<file path="config.mk">
export PLATFORM = sky130hd
export DESIGN_NAME = ser_word_collector
export DESIGN_NICKNAME = d
export VERILOG_FILES = /design/src/rtl/ser_pkg.sv /design/src/rtl/ser_word_slot.sv /design/src/rtl/ser_word_collector.sv
export SDC_FILE = /design/constraint.sdc
export NUM_CORES = 1
export LEC_CHECK = 0
export CAP_MARGIN = 10
export CELL_PAD_IN_SITES_DETAIL_PLACEMENT = 0
export CELL_PAD_IN_SITES_GLOBAL_PLACEMENT = 2
export CORE_MARGIN = 3
export CORE_UTILIZATION = 33
export CTS_CLUSTER_SIZE = 10
export DETAILED_ROUTE_END_ITERATION = 10
export GPL_ROUTABILITY_DRIVEN = 0
export HOLD_SLACK_MARGIN = 0.1
export PLACE_DENSITY = 0.8
export SETUP_SLACK_MARGIN = 0.5
export SLEW_MARGIN = 10
export SYNTH_ARGS = -nofsm -noshare
export SYNTH_HDL_FRONTEND = slang
export SYNTH_SLANG_ARGS = --single-unit
</file>
<file path="constraint.sdc">
create_clock -name clk -period 2.3 [get_ports clk]
set_clock_uncertainty 0.15 [all_clocks]
set_input_delay 0.575 -clock clk [delete_from_list [all_inputs] [get_ports clk]]
set_output_delay 0.575 -clock clk [all_outputs]
set_load 0.01 [all_outputs]
</file>
<file path="src/rtl/ser_pkg.sv">
// rtl/ser_pkg.sv - shared state encoding and width helper for the serial word path
package ser_pkg;

  localparam logic ST_IDLE    = 1'b0;
  localparam logic ST_COLLECT = 1'b1;

  typedef enum logic {
    S_IDLE    = ST_IDLE,
    S_COLLECT = ST_COLLECT
  } ser_state_t;

  function automatic int cnt_width(input int width);
    return (width < 2) ? 1 : $clog2(width);
  endfunction

endpackage

</file>
<file path="src/rtl/ser_word_slot.sv">
// rtl/ser_word_slot.sv - single-entry output register with valid/ready and drop indication
module ser_word_slot #(
  parameter int w = 8
) (
  input  logic         clk,
  input  logic         rst,
  input  logic         load,
  input  logic [w-1:0] load_word,
  input  logic         word_rdy,
  output logic [w-1:0] word_out,
  output logic         word_vld,
  output logic         drop
);

  // A word leaving this cycle frees the slot for a same-cycle load.
  logic slot_free;
  assign slot_free = !word_vld || word_rdy;
  assign drop      = load && !slot_free;

  always_ff @(posedge clk) begin
    if (rst) begin
      word_out <= '0;
      word_vld <= 1'b0;
    end else if (load && slot_free) begin
      word_out <= load_word;
      word_vld <= 1'b1;
    end else if (word_vld && word_rdy) begin
      word_vld <= 1'b0;
    end
  end

endmodule

</file>
<file path="src/rtl/ser_word_collector.sv">
// rtl/ser_word_collector.sv - reassembles LSB-first serial bits into w-bit words
module ser_word_collector
  import ser_pkg::*;
#(
  parameter int w = 8
) (
  input  logic         clk,
  input  logic         rst,
  input  logic         bit_vld,
  input  logic         bit_in,
  input  logic         flush,
  input  logic         word_rdy,
  input  logic         clr_err,
  output logic [w-1:0] word_out,
  output logic         word_vld,
  output logic         busy,
  output logic         ovf
);

  localparam int CW = cnt_width(w);
  localparam logic [CW-1:0] CNT_LAST = CW'(w - 1);

  ser_state_t    state_q, state_d;
  logic [CW-1:0] cnt_q, cnt_d;
  logic [w-1:0]  acc_q, acc_d;
  logic [w-1:0]  shifted;
  logic          load;
  logic          drop;

  // The LSB only ever falls off the end of the shift, so it is never read.
  logic unused_acc_lsb;
  assign unused_acc_lsb = acc_q[0];

  always_comb begin
    state_d = state_q;
    cnt_d   = cnt_q;
    acc_d   = acc_q;
    load    = 1'b0;
    shifted = {bit_in, acc_q[w-1:1]};
    if (flush) begin
      state_d = S_IDLE;
      cnt_d   = '0;
      acc_d   = '0;
    end else if (bit_vld) begin
      acc_d = shifted;
      if (state_q == S_COLLECT && cnt_q == CNT_LAST) begin
        load    = 1'b1;
        cnt_d   = '0;
        state_d = S_IDLE;
      end else begin
        cnt_d   = cnt_q + CW'(1);
        state_d = S_COLLECT;
      end
    end
  end

  always_ff @(posedge clk) begin
    if (rst) begin
      state_q <= S_IDLE;
      cnt_q   <= '0;
      acc_q   <= '0;
      ovf     <= 1'b0;
    end else begin
      state_q <= state_d;
      cnt_q   <= cnt_d;
      acc_q   <= acc_d;
      if (drop)
        ovf <= 1'b1;
      else if (clr_err)
        ovf <= 1'b0;
    end
  end

  assign busy = (state_q == S_COLLECT);

  ser_word_slot #(.w(w)) u_slot (
    .clk       (clk),
    .rst       (rst),
    .load      (load),
    .load_word (shifted),
    .word_rdy  (word_rdy),
    .word_out  (word_out),
    .word_vld  (word_vld),
    .drop      (drop)
  );

endmodule

</file>
==> results.txt, run 1 <==
run results: status=completed, most frequent logic cell in the layout=dfxtp_1, nets=about 120, Seq/Total Area, Yosys=46.4%, row count=18, max cap viols=0, fa+ha+maj area frac=around 2.8%, dpl cells=131, Fin. Hold Viols=0, biggest area cells=dfxtp_1 (46%), mux2i_1 (18%), nand2b_1 (13%), nor2_1 (3.7%), ha_1 (2.8%), Hold Crit Class=reg2reg, Final Non-Filler Cells=around 140, CP required=between 1.5 and 2 ns, R2R cell count=6, worst r2r src=cnt_q[0]$_SDFFE_PP0P_, MUX share of area=~18%, Compound Share, Synth=about 3.5%, Mapped Cells=between 80 and 90, clk sinks=21, Tool Warnings=26, reg2reg setup slack=0.69 ns, Critical Path Start=busy$_SDFFE_PP0P_, Synth cell types=19, Iter 0 DRT Violations=10, DRT Pass-1 Iters=4, Critical Path Start Type=register, Routed Antenna Nets=0, via/cell ratio=~4.6, Die Y=around 58 um, chip width=around 60 um, reg-to-reg critical path endpoint=u_slot.word_out[1]$_SDFFE_PP0P_, first-pass GRT wire length=2.63 mm, final setup vio count=0, Late-Pin Clk Latency=a little over 0.3 ns, setup TNS=0 ns, largest net degree at the start of global routing=19, post-layout min period=roughly 1.7 ns, initial antenna violation count=0, Worst Hold Launch=u_slot.word_out[3]$_SDFFE_PP0P_, yosys synthesis chip area=906 um^2, RSZ-0062 raised after global routing=no, Slew Viols, Final=0, WHS Path Cells=2, number of remaining DRC errors=0, worst-path cell chain=dlygate4sd2_1, port bufs=17, Critical Path End Type=primary output, syn nets=approximately 96, Die ar.=3410 um^2, critical path class=reg2out, yosys cell count=just under 90, Top delay family on crit path=flip-flops, critical path endpoint=busy, Leak=0.000474 uW, diode count=0, Top non-seq family=simple AND/OR/NAND/NOR gates, syn_area_per_cell=10.4 um^2, vias in the first global route=between 600 and 700, CP max stage delay=a little over 0.4 ns, Max H-tree Level=1, PwrDens=~520 nW/um^2, xor+xnor area frac=0%, clock buffer depth=2, relative slew slack=86.4%, Synth flops=21, I/O Pins=18, GRT overflow=0, crit share post-route=about three quarters, Core ar.=roughly 2500 um^2, Peak VDD IR=about 460 uV, post-synth top area cell=dfxtp_1, slowest CP cell=dfxtp_2, Ys Warns=0, Arrival @ worst endpoint=approximately 1 ns, synthesized area=slightly above 900 um^2, Fmax=approximately 0.58 GHz, TritonCTS Buffers=3, TritonCTS clock tree=built, commonest non-fill, non-tap cells in the layout=dfxtp_1 (20), nand2b_1 (19), mux2i_1 (16), and+or+nand+nor area frac=about a quarter, Detail Placement HPWL=about 1.1 mm, CTS clk-pin slew, worst paths=0.12 ns, layout cell share with drive strength beyond 1=between 10% and 20%, Crit path depth=1, Buf/Inv on CP=1, CTS Root Cell=clkbuf_4, Top cell area share=46.4%, Max FO, Critical Path=6, Least-Margin Pin Slew=~0.20 ns, WHS Endpoint=u_slot.word_out[3]$_SDFFE_PP0P_, synth-to-layout area growth=23.6%
run 1: metal layers:
metal / up-vias / routed length [um] / track usage [%]
met5: - / 0 / 0
met4: 0 / 15 / 2.98
met3: 2 / 106 / 4.61
met2: 17 / 642 / 16.3
met1: 280 / 733 / 12.1
li1: 327 / - / -
run 1: registers in the layout, summed over array words and instances, names as in the netlist:
| register | flops |
|---|---|
| u_slot.word_vld | 1 |
| busy | 1 |
| acc_q | 7 |
| u_slot.word_out | 8 |
| ovf | 1 |
| cnt_q | 3 |
run 1: power by group:
group          leakage, uW  internal, uW  switching, uW
Sequential        0.000170           366           2.86
Clock            0.0000177          64.9            112
Combinational     0.000286          23.6           17.1
Total             0.000474           455            132
run 1: per-stage QoR:
stage          utilization, %  instance area [um^2]  hold WS (ns)  worst slack (ns)  total power, uW
5_1_grt                  44.0                  1120         0.352             0.518              621
2_1_floorplan               -                   906         0.295             0.826              402
4_1_cts                  43.2                  1100         0.336             0.553              601
3_3_place_gp             42.6                  1080         0.308             0.274              419
6_report                 44.0                  1120         0.329             0.575              587
3_5_place_dp             42.6                  1080         0.314             0.280              419
run 1: cells in the mapped netlist:
library cell,number
ha_1,2
o21ai_0,1
nand4b_4,1
mux2i_1,16
nor2_1,9
nand2_1,1
or2_2,1
nor2b_1,1
nand2b_1,19
buf_2,1
inv_1,1
dfxtp_1,21
buf_4,2
nand3_1,3
o22ai_1,1
clkbuf_1,1
buf_12,1
a21oi_1,4
nor2b_4,1
run 1: cell type report:
class,instances,area [um^2]
tap,30,37.5
timing repair buffer,20,191
fill,275,1430
multi-input combinational,60,438
clock inverter,1,5.00
clock buffer,3,22.5
inverter,1,3.75
sequential,21,422
run 1: repair_timing:
action                     CTS  global route
hold buffers                 0             0
gates resized               12             0
setup endpoints to repair   11             6
buffers inserted             0             1
### Wiring by layer, run 1

Only two layers are drawn.
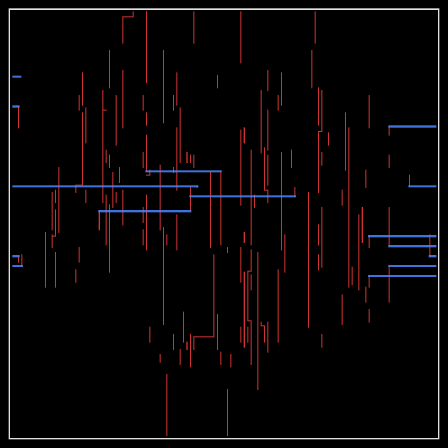
- metal 2: red (wire length 642 um)
- metal 3: blue (wire length 106 um)
Routed WL: 1.50 mm
Vias: 626
WL/cell: 11.0 um

### Wire density map, run 1

The die is cut into 12 by 12 equal tiles; dark purple is low, yellow is high, scaled to the fullest tile. Values are wire area over tile area, all layers added.
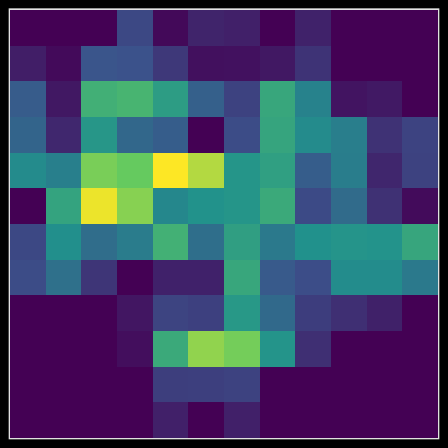
- mean over tiles: 0.071
- fullest tile: 0.29
- nearly empty tiles: 30%
- densest ninth of the die: center
- emptiest ninth of the die: lower left
- tiles over half the peak: 21%
GRT Overall Usage: 10.1%

### Local utilization, run 1

The bar under the picture is 20 um long. The die is cut into 12 by 12 equal tiles; dark purple is low, yellow is high, 0 to 100% covered.
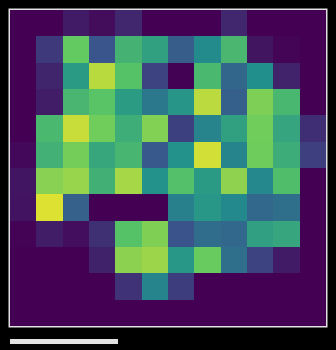
- fullest tile: 95%
- emptiest ninth of the die: lower left
- nearly empty tiles: 34%
- tiles over 75% full: 14%
- mean over tiles: 32%
fp_density: 35.6%
Finished Core Util: 44.0%

### Where the registers sit, run 1

The bar under the picture is 20 um long. Other sequential cells in the stronger gray, the rest of the logic in the fainter gray.
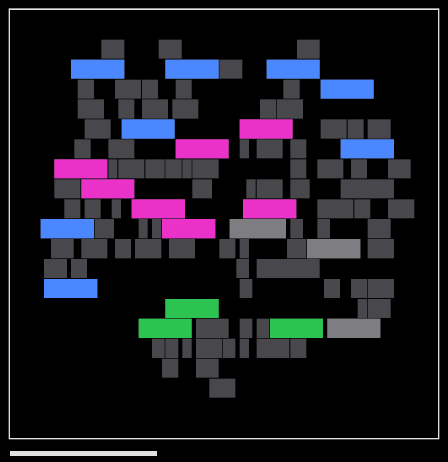

==> run 2, diff against run 1 <==
--- a/config.mk
+++ b/config.mk
@@ -9,12 +9,12 @@
 export CELL_PAD_IN_SITES_DETAIL_PLACEMENT = 0
 export CELL_PAD_IN_SITES_GLOBAL_PLACEMENT = 2
 export CORE_MARGIN = 3
-export CORE_UTILIZATION = 33
+export CORE_UTILIZATION = 31
 export CTS_CLUSTER_SIZE = 10
 export DETAILED_ROUTE_END_ITERATION = 10
 export GPL_ROUTABILITY_DRIVEN = 0
 export HOLD_SLACK_MARGIN = 0.1
-export PLACE_DENSITY = 0.8
+export PLACE_DENSITY = 0.75
 export SETUP_SLACK_MARGIN = 0.5
 export SLEW_MARGIN = 10
 export SYNTH_ARGS = -nofsm -noshare
==> constraint.sdc (replaced) <==
create_clock -name clk -period 1.6 [get_ports clk]
set_clock_uncertainty 0.15 [all_clocks]
set_input_delay 0.4 -clock clk [delete_from_list [all_inputs] [get_ports clk]]
set_output_delay 0.4 -clock clk [all_outputs]
set_load 0.01 [all_outputs]
### Where the registers sit, run 2

The bar under the picture is 20 um long. Other sequential cells in the stronger gray, the rest of the logic in the fainter gray.
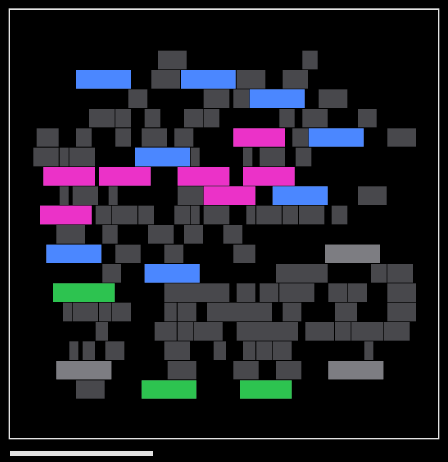
- u_slot.word_out: blue (flops 8)
- cnt_q: green (flops 3)
- acc_q: magenta (flops 7)
Sequential Area: 439 um^2
Finished Core Util: 50.0%
fraction of area in registers: 33.3%
sequential power: 529 uW

### The clock network, run 2

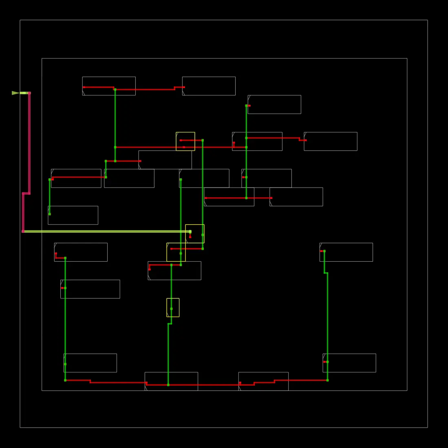
clk pwr: 256 uW
flop count: 21
Late-Pin Clk Latency: 0.30 ns

==> run 2 against run 1 <==
  * Register-to-register slack got worse by 0.51 ns
  * Global-route usage rose by 0.54 points
  * Sequential power rose by 43%
  * Critical path depth rose by 4
  * Highest routed layer unchanged
  * Final cell count rose by 9.6%
==> results.txt, run 2 <==
run results: CTS Root Cell=clkbuf_4, worst-path cell chain=clkdlybuf4s50_1, nand4b_4, nor2b_4, buf_12, mux2i_1, Tool Warnings=29, Fill cells=263, Sw Pwr=~200 uW, postcts setup bufs=6, CP required=1.69 ns, CTS Hold Bufs=0, Hold Crit Class=reg2reg, synthesized area=between 900 and 1000 um^2, Max FO, Critical Path=8, I/O Pins=18, clock buffer depth=2, port bufs=17, Arrival @ worst endpoint=about 1.5 ns, TritonCTS clock tree=built, Die Y=60.1 um, ys flop type=dfxtp_1, post-synth top area cell=dfxtp_1, nets=~130, Peak VDD IR=between 400 and 500 uV, RSZ-0062 raised after global routing=yes, post-layout min period=1.42 ns, TritonCTS Buffers=3, met1 GRT Util=13.0%, status=completed, met2 Usage GRT=between 10% and 20%, combinational power share=around 8.6%, Leak=0.000537 uW, number of remaining DRC errors=0, PwrDens=around 650 nW/um^2, Top cell area share=~46%, layout cell share with drive strength beyond 1=45.4%, Ys Warns=0, first-pass GRT wire length=roughly 2.9 mm, Critical Path Start Type=primary input, Mapped Cells=between 80 and 90, Post-CTS Resized=roughly 67, flip-flops with a built-in enable=0, Int Pwr=approximately 660 uW, largest register by flop count=u_slot.word_out, Die ar.=~3600 um^2, sequential share of power=61.6%, CTS clk-pin slew, worst paths=approximately 0.12 ns, diode count=0, asr flop ratio synth=0%, Max H-tree Level=1, syn_area_per_cell=around 10 um^2, clk sinks=21, vias in the first global route=between 600 and 700, via/cell ratio=approximately 4.5, Final Non-Filler Cells=approximately 150, biggest area cells=dfxtp_1 (46%), mux2i_1 (18%), nand2b_1 (13%), nor2_1 (3.7%), ha_1 (2.8%), final setup vio count=0, top cells by count=dfxtp_1 (21), nand2b_1 (19), mux2i_1 (16), nor2_1 (9), a21oi_1 (4), row count=18, Largest register FFs=8, GRT overflow=0, commonest non-fill, non-tap cells in the layout=nand2b_1 (19), mux2i_1 (16), buf_4 (14), initial antenna violation count=0, Slew Viols, Final=0, Core ar.=between 2000 and 3000 um^2, DRT Pass-1 Iters=3, Pwr top=registers, fp_density=around a third, Synth flops=21, Least-Margin Pin Slew=0.255 ns, crit share post-route=around nine tenths, Fmax=roughly 0.70 GHz, critical path class=in2reg, chip width=60.1 um, max cap viols=0, Comb area=slightly below 500 um^2, Largest regs=u_slot.word_out (8), acc_q (7), cnt_q (3), yosys cell count=just under 90, Synth top cell by count=dfxtp_1, Seq/Total Area, Yosys=between 40% and 50%, Top delay family on crit path=buffers and inverters, clock share of power=~30%, synth-to-layout area growth=45.6%, M3 GR Usage=under 10%, most frequent logic cell in the layout=nand2b_1, GRT busiest layer=met2, syn nets=around 96, largest net degree at the start of global routing=15, Detail Placement HPWL=approximately 1.1 mm, slowest CP cell=clkdlybuf4s50_1, switching share of power=around 23%, Synth cell types=19, Final Power=between 800 and 900 uW, Iter 0 DRT Violations=8, relative slew slack=a little over 80%, Buf/Inv on CP=2, Routed Antenna Nets=0, CP max stage delay=0.52 ns, dpl cells=around 140, Fin. Hold Viols=0, yosys synthesis chip area=906 um^2, Critical Path End Type=register, Comb group=about 73 uW
### Wire density map, run 2

The die is cut into 12 by 12 equal tiles; dark purple is low, yellow is high, scaled to the fullest tile. Values are wire area over tile area, all layers added.
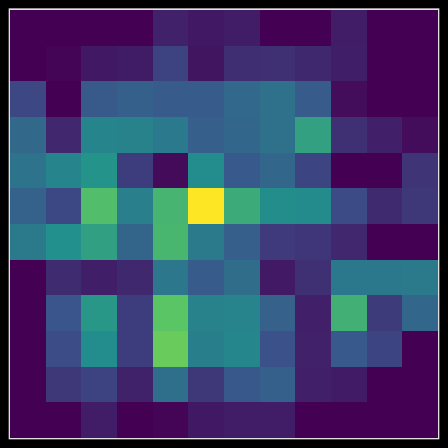
WL/cell: 10.7 um
GRT Overall Usage: 10.7%
Routed WL: 1.60 mm
Vias: 669

-- run 2: cell counts after synthesis --
Identical to the previous run, type by type.
-- run 2: final timing paths --
check | cells past startpoint | slack, ns | start | to
hold reg to reg | 2 | 0.33 | acc_q[1]$_SDFFE_PP0P_ | u_slot.word_out[0]$_SDFFE_PP0P_
setup / recovery | 5 | 0.18 | bit_vld | u_slot.word_out[5]$_SDFFE_PP0P_
hold / removal | 2 | 0.33 | acc_q[1]$_SDFFE_PP0P_ | u_slot.word_out[0]$_SDFFE_PP0P_
setup reg to reg | 6 | 0.18 | cnt_q[1]$_SDFFE_PP0P_ | u_slot.word_out[5]$_SDFFE_PP0P_
-- run 2: through the flow --
step           hold slack (ns)  setup TNS, ns  util, %  worst slack (ns)  area, um^2
2_1_floorplan            0.301              0        -             0.227         957
6_report                 0.330              0     50.0             0.178        1320
4_1_cts                  0.339              0     48.5             0.158        1280
5_1_grt                  0.364              0     50.0            0.0817        1320
3_5_place_dp             0.316          -2.17     44.5            -0.156        1170
3_3_place_gp             0.312          -1.96     44.5            -0.151        1170
-- run 2: logic make-up (layout without fill, tap and decap cells) --
logic type,count (synthesis),in the layout,synth area share [%]
and+or+nand+nor,36,36,24.4
AOI/OAI and AO/OA,6,6,3.45
DFF,21,21,46.4
muxes,16,16,17.7
buffers and inverters,6,38,5.25
adders and majority gates,2,2,2.76
-- run 2: cell type report --
cell class	count	area share, %
Inverter	1	0.285
Multi-Input combinational cell	60	37.3
Timing Repair Buffer	33	24.2
Sequential cell	21	33.3
Tap cell	30	2.85
Clock inverter	1	0.380
Clock buffer	3	1.71
-- run 2: layer usage --
layer | up-vias | part of all wire (%)
met3 | 2 | 3.9
met1 | 305 | 49
li1 | 352 | -
met4 | 0 | 1.3
met2 | 10 | 46
met5 | - | 0
No activity file was given, so power comes from the tool's default toggle rates.
